$ cat src/rtl/age_issue_queue.sv
// Age-ordered issue queue: allocates entries into the lowest free slot,
// records relative age in a WIDTH x WIDTH matrix, accepts per-slot wakeups
// and issues the oldest valid-and-ready entry through a valid/ready handshake.
module age_issue_queue #(
  parameter int WIDTH  = 4,
  parameter int DATA_W = 8
) (
  input  logic                       clk,
  input  logic                       rst_n,
  input  logic                       enq_vld,
  output logic                       enq_rdy,
  input  logic [DATA_W-1:0]          enq_data,
  input  logic                       enq_ready_now,
  input  logic [WIDTH-1:0]           v_wake,
  output logic                       deq_vld,
  input  logic                       deq_rdy,
  output logic [DATA_W-1:0]          deq_data,
  output logic [$clog2(WIDTH)-1:0]   deq_idx,
  output logic [$clog2(WIDTH)-1:0]   alloc_idx,
  output logic [$clog2(WIDTH):0]     count
);

  localparam int IDX_W = $clog2(WIDTH);
  localparam int CNT_W = IDX_W + 1;

  // age_q[i][j] = 1 means slot i holds an older entry than slot j
  logic [WIDTH-1:0]             valid_q, valid_d;
  logic [WIDTH-1:0]             ready_q, ready_d;
  logic [WIDTH-1:0][DATA_W-1:0] data_q, data_d;
  logic [WIDTH-1:0][WIDTH-1:0]  age_q, age_d;
  logic [CNT_W-1:0]             count_q, count_d;

  logic [WIDTH-1:0]  elig_s;
  logic [WIDTH-1:0]  sel_s;
  logic [IDX_W-1:0]  sel_idx_s;
  logic [DATA_W-1:0] sel_data_s;
  logic [IDX_W-1:0]  alloc_idx_s;
  logic              enq_fire_s;
  logic              deq_fire_s;

  // Oldest-first pick: an eligible slot wins when no other eligible slot is older
  always_comb begin
    logic blocked;
    elig_s = valid_q & ready_q;
    sel_s  = '0;
    for (int s = 0; s < WIDTH; s++) begin
      blocked = 1'b0;
      for (int j = 0; j < WIDTH; j++) begin
        blocked = blocked | (elig_s[j] & age_q[j][s]);
      end
      sel_s[s] = elig_s[s] & ~blocked;
    end
  end

  // Encode the (one-hot) winner into index and payload, zero when nothing eligible
  always_comb begin
    logic found;
    found      = 1'b0;
    sel_idx_s  = '0;
    sel_data_s = '0;
    for (int s = 0; s < WIDTH; s++) begin
      if (sel_s[s] && !found) begin
        found      = 1'b1;
        sel_idx_s  = IDX_W'(s);
        sel_data_s = data_q[s];
      end else begin
        found = found;
      end
    end
  end

  // Lowest-index free slot from registered state, zero when the queue is full
  always_comb begin
    logic found;
    found       = 1'b0;
    alloc_idx_s = '0;
    for (int s = 0; s < WIDTH; s++) begin
      if (!valid_q[s] && !found) begin
        found       = 1'b1;
        alloc_idx_s = IDX_W'(s);
      end else begin
        found = found;
      end
    end
  end

  assign enq_rdy    = rst_n && (count_q != CNT_W'(WIDTH));
  assign deq_vld    = |elig_s;
  assign deq_data   = sel_data_s;
  assign deq_idx    = sel_idx_s;
  assign alloc_idx  = alloc_idx_s;
  assign count      = count_q;
  assign enq_fire_s = enq_vld && enq_rdy;
  assign deq_fire_s = deq_vld && deq_rdy && rst_n;

  // Next state: wake, free the issued slot, then fill the allocated slot as youngest
  always_comb begin
    valid_d = valid_q;
    ready_d = ready_q | (v_wake & valid_q);
    data_d  = data_q;
    age_d   = age_q;
    count_d = count_q + CNT_W'(enq_fire_s) - CNT_W'(deq_fire_s);
    if (deq_fire_s) begin
      valid_d[sel_idx_s] = 1'b0;
      ready_d[sel_idx_s] = 1'b0;
    end else begin
      valid_d = valid_d;
    end
    if (enq_fire_s) begin
      valid_d[alloc_idx_s] = 1'b1;
      ready_d[alloc_idx_s] = enq_ready_now | v_wake[alloc_idx_s];
      data_d[alloc_idx_s]  = enq_data;
      age_d[alloc_idx_s]   = '0;
      for (int j = 0; j < WIDTH; j++) begin
        if (IDX_W'(j) != alloc_idx_s) begin
          age_d[j][alloc_idx_s] = valid_q[j];
        end else begin
          age_d[j][alloc_idx_s] = 1'b0;
        end
      end
    end else begin
      valid_d = valid_d;
    end
  end

  // State registers with synchronous active-low reset discarding every entry
  always_ff @(posedge clk) begin
    if (!rst_n) begin
      valid_q <= '0;
      ready_q <= '0;
      data_q  <= '0;
      age_q   <= '0;
      count_q <= '0;
    end else begin
      valid_q <= valid_d;
      ready_q <= ready_d;
      data_q  <= data_d;
      age_q   <= age_d;
      count_q <= count_d;
    end
  end

endmodule

$ cat config.mk
export PLATFORM = sky130hd
export DESIGN_NAME = age_issue_queue
export DESIGN_NICKNAME = d
export VERILOG_FILES = /design/src/rtl/age_issue_queue.sv
export SDC_FILE = /design/constraint.sdc
export NUM_CORES = 1
export LEC_CHECK = 0
export CORE_ASPECT_RATIO = 0.6
export CORE_UTILIZATION = 52
export DETAILED_ROUTE_END_ITERATION = 10
export HOLD_SLACK_MARGIN = 0.03
export PLACE_DENSITY = 0.76
export SYNTH_ARGS = -nofsm -noshare
export SYNTH_HDL_FRONTEND = slang
export SYNTH_SLANG_ARGS = --single-unit
$ cat constraint.sdc
create_clock -name clk -period 2.7 [get_ports clk]
set_input_delay 0.27 -clock clk [delete_from_list [all_inputs] [get_ports clk]]
set_output_delay 0.27 -clock clk [all_outputs]
set_load 0.005 [all_outputs]
==> CHANGELOG.md <==
### Physical design

- Worst slack, placed: 0.262 ns
- Hold Path Depth: 2
- Leak: 0.00137 µW
- Yosys cell count: 308
- Status: finished, final reports clean
- Total CTS buffers: 9
- Worst Path Required: 2.43 ns
- Fin. Hold Viols: 0
- Worst Reg-to-Reg Cells: 12
- Register area share after synthesis: 45.5%
- Initial antenna violation count: 0
- TritonCTS Sinks: 59
- Final worst slack: 0.114 ns
- Routed WL: 7.26 mm
- I/O pin count: 34
- DR WL/cell: 17.2 µm
- Crit share post-route: 95.8%
- Max-Cap Viols: 0
- Die area: 5290 µm²
- Slowest stage delay, CP: 0.49 ns
- CP startpoint kind: flop
- Worst Path Buf+Inv: 3
- Fraction of registers with async set/reset: 0%
- RSZ-0062 raised after global routing: no
- Peak supply drop: 0.342 mV
- Met2 WL post-DR: 2.81 mm
- Filler Cell Count: 390
- GR Util All Layers: 30.7%
- Post-Synth XOR/XNOR Area: 0.674%
- Largest net degree at the start of global routing: 30
- Yosys cell types: 50
- Max Fclk: 0.387 GHz
==> worst reg2reg max path, stage by stage (launching register included) <==
cell and delay [ns]:
dfxtp_2 0.34, buf_4 0.18, a22oi_1 0.24, nand2_1 0.10
nand3_1 0.22, inv_1 0.12, ha_1 0.28, inv_1 0.06
ha_1 0.14, inv_1 0.05, fa_1 0.38, xnor2_1 0.16
nor2_1 0.05
==> cell usage after synthesis, drive strengths merged, types with 2 or more instances <==
cell type | number | share of area [%]
a22oi | 3 | 0.87
mux2i | 8 | 3.1
nand3 | 24 | 4.6
dfxtp | 59 | 45
nor3 | 6 | 1.3
and3b | 4 | 1.3
nor2 | 27 | 3.9
nand4 | 3 | 0.72
clkbuf | 8 | 1.2
buf | 12 | 3.0
a222oi | 8 | 3.1
or3 | 3 | 0.72
and4 | 2 | 0.77
inv | 4 | 0.58
and3 | 4 | 0.96
o221a | 3 | 1.3
a21oi | 17 | 3.3
nand2b | 3 | 0.72
and2 | 3 | 0.72
a21boi | 9 | 2.6
ha | 2 | 0.96
or2 | 3 | 0.72
nand2 | 71 | 10
a211oi | 3 | 1.1
==> power by group <==
| part | total [µW] | internal (µW) | leakage, µW | switching (µW) |
|---|---|---|---|---|
| clock | 683 | 348 | 0.0000860 | 334 |
| sequential | 923 | 900 | 0.000482 | 23.5 |
| combinational | 186 | 91.6 | 0.000798 | 94.0 |
==> layout make-up <==
| cell class | instances | area share [%] |
|---|---|---|
| inverter | 5 | 0.578 |
| tap | 63 | 2.43 |
| clock buffer | 12 | 4.47 |
| timing repair buffer | 55 | 15.4 |
| multi-input combinational | 224 | 39.8 |
| sequential | 59 | 36.9 |
| clock inverter | 3 | 0.462 |
==> per-stage QoR <==
step | hold slack, ns | utilization, % | total power, µW | area [µm²]
after detailed placement | 0.444 | 64.9 | 1120 | 3040
final | 0.456 | 69.4 | 1790 | 3250
after global placement | 0.442 | 64.9 | 1120 | 3040
after CTS | 0.456 | 69.0 | 1800 | 3230
after global routing | 0.468 | 69.4 | 1860 | 3250
after floorplan | 0.369 | - | 1030 | 2600
==> metal layers <==
| layer | track usage [%] | vias up |
|---|---|---|
| met3 | 15.2 | 17 |
| met2 | 38.6 | 138 |
| met4 | 11.9 | 0 |
| met1 | 43.6 | 1100 |
| li1 | - | 1174 |
| met5 | 0 | - |
==> worst max-delay path by stage <==
stage	startpoint	cells after the start	to	slack, ns
finish	ready_q[3]$_SDFF_PN0_	8	deq_data[4]	0.11
global route	ready_q[1]$_SDFF_PN0_	7	deq_data[6]	0.01
CTS	valid_q[3]$_SDFF_PN0_	7	deq_data[2]	0.006
detailed placement	valid_q[3]$_SDFF_PN0_	8	deq_data[1]	0.26
global placement	ready_q[0]$_SDFF_PN0_	7	deq_data[5]	0.25
floorplan	valid_q[2]$_SDFF_PN0_	12	count[2]$_SDFF_PN0_	0.56
==> state kept, by name, indices dropped and copies added (netlist names), named ones only <==
register,flops
age_q,12
count,3
data_q,32
ready_q,4
valid_q,4
==> repair_timing <==
action                     CTS  global route
pin swaps                    3             5
setup endpoints to repair    9             8
setup buffers                3             0
hold buffers                 0             0
gates resized                6             8
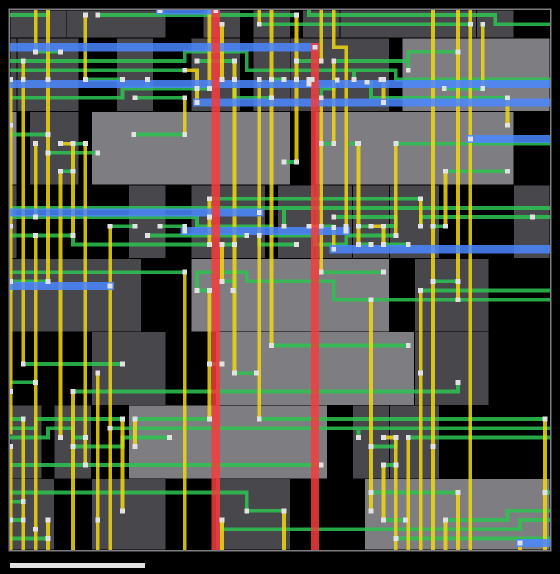
zoom.png
Scale bar: 5 µm. Region (37, 30) to (57, 50) µm. Cells in gray, sequential cells in the stronger gray; small squares are vias.
- met4: red
- met2: yellow
- met3: blue
- met1: green
- cells with their middle in the window: 29
- netlist names of flops here include: data_q (6), age_q (1)
- sequential cells in the window: 7
- most frequent: dfxtp_1 (7), nand2_1 (6), buf_4 (5)

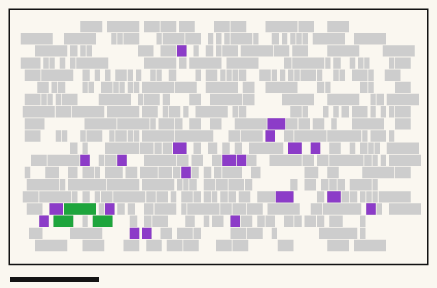
gate_families.png
Scale bar: 20 µm.
- adder and majority cells: green (cells 3; most used ha_1)
- AND and OR gates: purple (cells 20)
most used logic cell in the final layout: nand2_1
Finished Layout Cells: 421
logic share of the area: 39.8%

Power and IR drop assume default switching activity.
